==> src/rtl/vector_writeback.sv <==
// vector_writeback: buffers 1024-bit vector ALU results in a small FIFO and
// serialises them into 512-bit register-file write beats (lo, then hi for
// wide results) over a valid/ready handshake.
module vector_writeback #(
  parameter int DATA_W = 512,
  parameter int ADDR_W = 3,
  parameter int DEPTH  = 2,
  parameter int CNT_W  = 16
) (
  input  logic              clk,
  input  logic              reset,
  input  logic              in_valid,
  output logic              in_ready,
  input  logic              in_wide,
  input  logic [ADDR_W-1:0] in_addr_lo,
  input  logic [ADDR_W-1:0] in_addr_hi,
  input  logic [DATA_W-1:0] in_lo,
  input  logic [DATA_W-1:0] in_hi,
  output logic              wb_valid,
  input  logic              wb_ready,
  output logic [ADDR_W-1:0] wb_addr,
  output logic [DATA_W-1:0] wb_data,
  output logic              busy,
  output logic [CNT_W-1:0]  beat_count
);

  localparam int PTR_W = (DEPTH > 1) ? $clog2(DEPTH) : 1;
  localparam int OCC_W = $clog2(DEPTH) + 1;

  localparam logic [0:0] PH_LO = 1'b0;
  localparam logic [0:0] PH_HI = 1'b1;

  // Entry storage; contents are only observed while the entry is occupied,
  // so the data arrays need no reset.
  logic              wide_mem    [DEPTH];
  logic [ADDR_W-1:0] addr_lo_mem [DEPTH];
  logic [ADDR_W-1:0] addr_hi_mem [DEPTH];
  logic [DATA_W-1:0] lo_mem      [DEPTH];
  logic [DATA_W-1:0] hi_mem      [DEPTH];

  logic [PTR_W-1:0] wr_ptr_r;
  logic [PTR_W-1:0] rd_ptr_r;
  logic [OCC_W-1:0] occ_r;
  logic [0:0]       phase_r;
  logic [CNT_W-1:0] beat_count_r;

  logic empty_s;
  logic full_s;
  logic push_s;
  logic accept_s;
  logic pop_s;
  logic head_wide_s;

  // Handshake decode; readiness depends on registered occupancy only so a
  // same-cycle pop never lets a push into a full FIFO.
  always_comb begin
    empty_s     = (occ_r == {OCC_W{1'b0}});
    full_s      = (occ_r == OCC_W'(DEPTH));
    head_wide_s = wide_mem[rd_ptr_r];
    push_s      = in_valid & ~full_s;
    accept_s    = ~empty_s & wb_ready;
    if (phase_r == PH_HI) begin
      pop_s = accept_s;
    end else begin
      pop_s = accept_s & ~head_wide_s;
    end
  end

  // Write the pushed result into the tail slot.
  always_ff @(posedge clk) begin
    if (push_s) begin
      wide_mem[wr_ptr_r]    <= in_wide;
      addr_lo_mem[wr_ptr_r] <= in_addr_lo;
      addr_hi_mem[wr_ptr_r] <= in_addr_hi;
      lo_mem[wr_ptr_r]      <= in_lo;
      hi_mem[wr_ptr_r]      <= in_hi;
    end
  end

  // Pointers and occupancy; pointers wrap naturally because DEPTH is a power of two.
  always_ff @(posedge clk or negedge reset) begin
    if (!reset) begin
      wr_ptr_r <= {PTR_W{1'b0}};
      rd_ptr_r <= {PTR_W{1'b0}};
      occ_r    <= {OCC_W{1'b0}};
    end else begin
      if (push_s) begin
        wr_ptr_r <= wr_ptr_r + {{(PTR_W-1){1'b0}}, 1'b1};
      end
      if (pop_s) begin
        rd_ptr_r <= rd_ptr_r + {{(PTR_W-1){1'b0}}, 1'b1};
      end
      case ({push_s, pop_s})
        2'b10:   occ_r <= occ_r + {{(OCC_W-1){1'b0}}, 1'b1};
        2'b01:   occ_r <= occ_r - {{(OCC_W-1){1'b0}}, 1'b1};
        default: occ_r <= occ_r;
      endcase
    end
  end

  // Beat phase of the head entry: a wide head takes a lo beat then a hi beat.
  always_ff @(posedge clk or negedge reset) begin
    if (!reset) begin
      phase_r <= PH_LO;
    end else if (accept_s) begin
      case (phase_r)
        PH_LO:   phase_r <= head_wide_s ? PH_HI : PH_LO;
        PH_HI:   phase_r <= PH_LO;
        default: phase_r <= PH_LO;
      endcase
    end else begin
      phase_r <= phase_r;
    end
  end

  // Saturating count of beats accepted by the register file.
  always_ff @(posedge clk or negedge reset) begin
    if (!reset) begin
      beat_count_r <= {CNT_W{1'b0}};
    end else if (accept_s && (beat_count_r != {CNT_W{1'b1}})) begin
      beat_count_r <= beat_count_r + {{(CNT_W-1){1'b0}}, 1'b1};
    end else begin
      beat_count_r <= beat_count_r;
    end
  end

  // Output beat mux from registered head state; forced to zero when idle, and
  // naturally stable under stall because head and phase only move on accept.
  always_comb begin
    wb_addr = {ADDR_W{1'b0}};
    wb_data = {DATA_W{1'b0}};
    if (empty_s) begin
      wb_addr = {ADDR_W{1'b0}};
      wb_data = {DATA_W{1'b0}};
    end else if (phase_r == PH_HI) begin
      wb_addr = addr_hi_mem[rd_ptr_r];
      wb_data = hi_mem[rd_ptr_r];
    end else begin
      wb_addr = addr_lo_mem[rd_ptr_r];
      wb_data = lo_mem[rd_ptr_r];
    end
  end

  assign in_ready   = ~full_s;
  assign wb_valid   = ~empty_s;
  assign busy       = ~empty_s;
  assign beat_count = beat_count_r;

endmodule
==> config.mk <==
export PLATFORM = sky130hd
export DESIGN_NAME = vector_writeback
export DESIGN_NICKNAME = d
export VERILOG_FILES = /design/src/rtl/vector_writeback.sv
export SDC_FILE = /design/constraint.sdc
export NUM_CORES = 2
export LEC_CHECK = 0
export CORE_AREA = 4 4 618 620
export CTS_BUF_LIST = sky130_fd_sc_hd__clkbuf_4 sky130_fd_sc_hd__clkbuf_8
export DETAILED_ROUTE_END_ITERATION = 8
export DIE_AREA = 0 0 622 624
export GPL_TIMING_DRIVEN = 1
export HOLD_SLACK_MARGIN = 0.1
export PLACE_DENSITY = 0.38
export SETUP_SLACK_MARGIN = 0.05
export SYNTH_ARGS = -nofsm -noshare
export SYNTH_HDL_FRONTEND = slang
export SYNTH_SLANG_ARGS = --single-unit
==> constraint.sdc <==
create_clock -name clk -period 47.4 [get_ports clk]
set_input_delay 9.48 -clock clk [delete_from_list [all_inputs] [get_ports clk]]
set_output_delay 9.48 -clock clk [all_outputs]
set_load 0.005 [all_outputs]
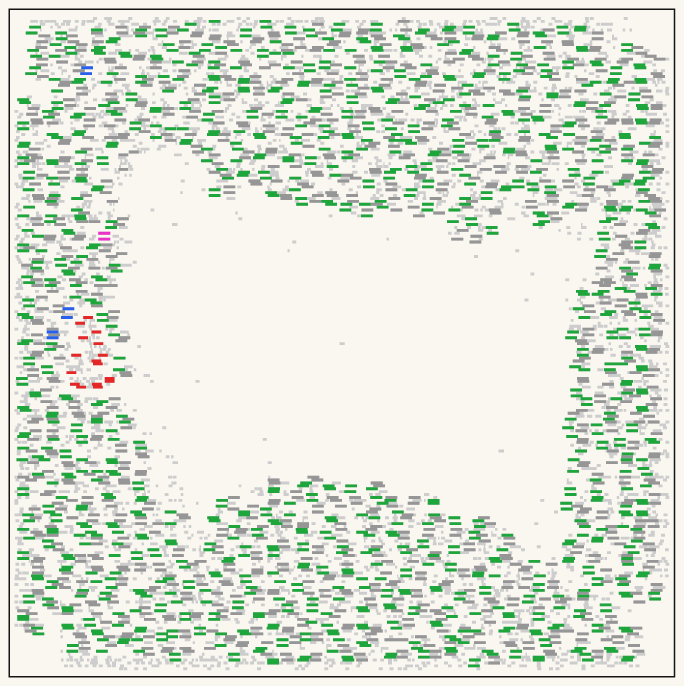
flops_by_reg.png
Other sequential cells in the stronger gray, the rest of the logic in the fainter gray.
[magenta] `wide_mem` | placed flops: 2
[red] `beat_count` | placed flops: 16 | where: left middle
[blue] `addr_lo_mem` | placed flops: 6
[green] `hi_mem` | placed flops: 1024 | where: widely spread
not colored: 1035

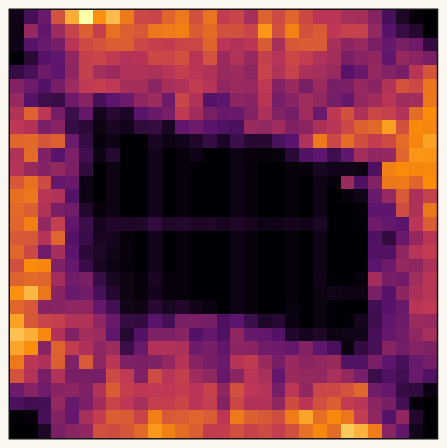
metal_density.png
31 x 31 tiles, from black (low) to pale yellow (high), scaled to the fullest tile. Values are wire area over tile area, all layers added.
tiles over half the peak: 24%
emptiest ninth of the die: middle
mean over tiles: 0.13
fullest tile: 0.40

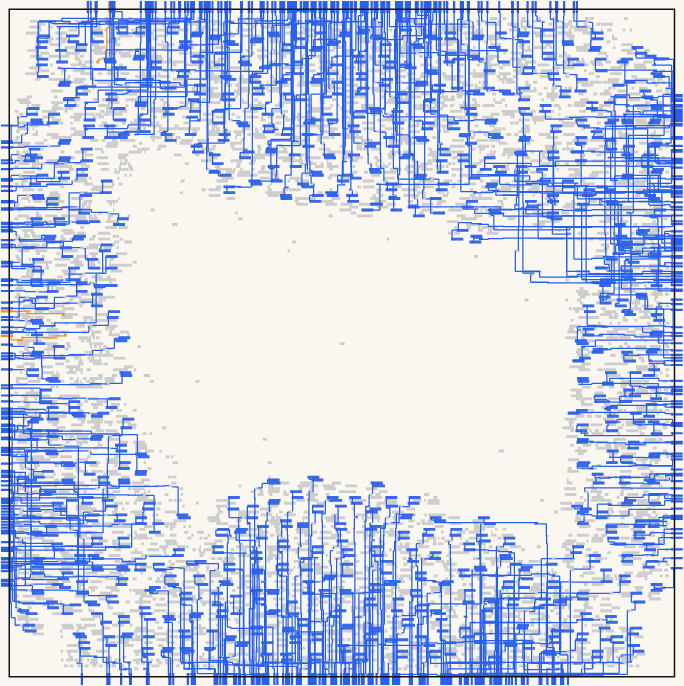
io_fan.png
[blue] `in_lo` | bits: 512 | direction: input | edge: 151 top, 146 bottom, 112 right, 103 left | end cells: 1024 | buffers: 512 | wire: 56.2 mm
[orange] `wb_addr` | bits: 3 | direction: output | edge: 2 left, 1 top | end cells: 3 | buffers: 3 | wire: 174 um

==> notes.md <==
Summary of the current implementation state.

- In the synthesized netlist the async set-or-reset flop fraction comes to 0.0101.
- The main area contributors are sky130_fd_sc_hd__edfxtp_1 79%, sky130_fd_sc_hd__mux4_2 15%, sky130_fd_sc_hd__and2_1 4.1%.
- Max-slew check failures listed in the final report amount to 0.
- Per the post-synthesis report, the nets total 4406.
- The worst-case setup margin in the final layout is ~30000 ps, for reference.
- The number of buffers inserted to repair setup after CTS is 0, for reference.
- TritonCTS built the clock tree.
- Looking at the VDD voltage map, the peak drop is ~0.047 mV.
- The worst max-slew margin expressed relative to the limit is 0.227, for reference.
- The flow reports power dissipated in sequential cells as between 2 and 3 mW.
- The plain and repair buffers instantiated in the layout total approximately 1600.
- For this run, the script counts the antenna cells in the layout as around 45.
- For the worst setup path, the data arrival time is 7770 ps.
- Final hold analysis gives a worst-case slack of 528 ps.
- The largest individual stage delay along the critical path comes from the cell sky130_fd_sc_hd__buf_4.
- The number of cell instances on the worst register-to-register path is 7, for reference.
- The layout overhead on the synthesized area is 37.1%, for reference.
- Of the total synthesized cell area, the portion taken by full adders, half adders and majority gates is 0.000318.
- The share of total power dissipated in the clock network is 0.246.
- The final count of hold timing violations is 0, for reference.
- OpenSTA, run right after detailed placement, puts the worst setup slack at about 31000 ps.
- The net switching power of the design is approximately 2.2 mW, for reference.
- The analysis attributes to cell leakage a power of around 34 nW.
- In the layout the commonest cells are 2062 x sky130_fd_sc_hd__edfxtp_1, 1568 x sky130_fd_sc_hd__clkdlybuf4s50_1, 518 x sky130_fd_sc_hd__and2_1, 515 x sky130_fd_sc_hd__mux4_2, 388 x sky130_fd_sc_hd__clkbuf_8.
- The transition time recorded at the tightest slew-check pin is approximately 1200 ps.
- The flop share of the area is 0.579, for reference.
- The startpoint class of the critical path is a register, for reference.
- The total of cells resized after clock tree synthesis is 0, for reference.
- After layout, the setup clock skew is reported as roughly 52 ps.
- For the worst reg-to-reg path, the startpoint reported by OpenROAD is occ_r[0].
- The final total negative setup slack is 0 ps, for reference.
- The startpoint of the lowest-slack hold path is beat_count[11], for reference.
- The buffer_ports step reported a buffer count of 1568.
- The synthesized area is just under 80000 um^2, for reference.
- The count of routing violations after the opening detailed-route iteration is 2816, for reference.
- The area taken by flip-flops and latches is between 60000 and 70000 um^2, for reference.
- The most common cell after layout, fill and taps aside is sky130_fd_sc_hd__edfxtp_1, for reference.
- Counting I/O delays and the setup requirement, the final critical path takes approximately 17000 ps.
- The floorplan step defined a die boundary enclosing between 300000 and 400000 um^2.
- The power per cell area is around 63 nW/um^2, for reference.
- The tally of max-capacitance violations is 0, for reference.
- According to the floorplan log, the row count is between 200 and 250.
- Per the post-synthesis report, the number of cells in the design is about 3400.
- Once layout is complete, the cells apart from fillers number between 10000 and 15000.
- The total congestion overflow after global routing is 0, for reference.
- The synthesized netlist contains 31 unique library cells.
- The prevailing post-synth register cell is sky130_fd_sc_hd__edfxtp_1, for reference.
- The starting density of the core is 0.209, for reference.
- The tap cell count is around 5000, for reference.
- For this run, the post-layout net count is about 6200.
- The biggest fanout along the worst timing path is between 50 and 60, for reference.
- The area of the placeable core is about 380000 um^2, for reference.
- The maximum achievable frequency is about 58 MHz, for reference.
- In the final design, more cell area goes to sequential cells than to any other class.
- Entering global routing, the biggest net connects around 150 pins.
- The share of power burned in combinational logic is 0.372, for reference.
- The area fraction in compound gates after synthesis is 0.000669, for reference.
- In this run the horizontal extent of the chip is 622 um.
- The power report attributes to the sequential group a share of 0.382.
- The global-route wire length before repair is just under 400000 um, for reference.
- The design has between 2000 and 2500 sequential cells.
- The share of the Yosys chip area taken by registers is 0.795.
- The run finished with clean final reports.
- The number of vias after detailed routing is around 42000, for reference.
- The final RePlAce weighted congestion is roughly 0.77, for reference.
- Walking the worst path, the cells encountered are buf_4 -> buf_4 -> buf_4 -> buf_4 -> buf_4 -> buf_4 -> mux4_2 -> and2_1 -> clkdlybuf4s50_1.
- Per STA, the library cell used most along the worst path is sky130_fd_sc_hd__buf_4.
worst max path at each step:
stage,depth (start not counted),slack (ps),startpoint,endpoint
global route,9,29750,phase_r,wb_data[174]
finish,9,30150,phase_r,wb_data[174]
CTS,9,29760,phase_r,wb_data[359]
floorplan,2,10300,in_valid,addr_hi_mem[0][0]
global placement,9,30950,phase_r,wb_data[174]
detailed placement,9,30960,phase_r,wb_data[359]
per-layer routing:
| layer | up-vias | GRT usage | share of wire |
|---|---|---|---|
| met1 | 21976 | 0.158 | 0.36 |
| met3 | 775 | 0.0506 | 0.077 |
| li1 | 17697 | - | - |
| met4 | 146 | 0.0407 | 0.032 |
| met5 | - | 0 | 0.0031 |
| met2 | 1644 | 0.264 | 0.52 |
Power is estimated from default activity; no workload was simulated.
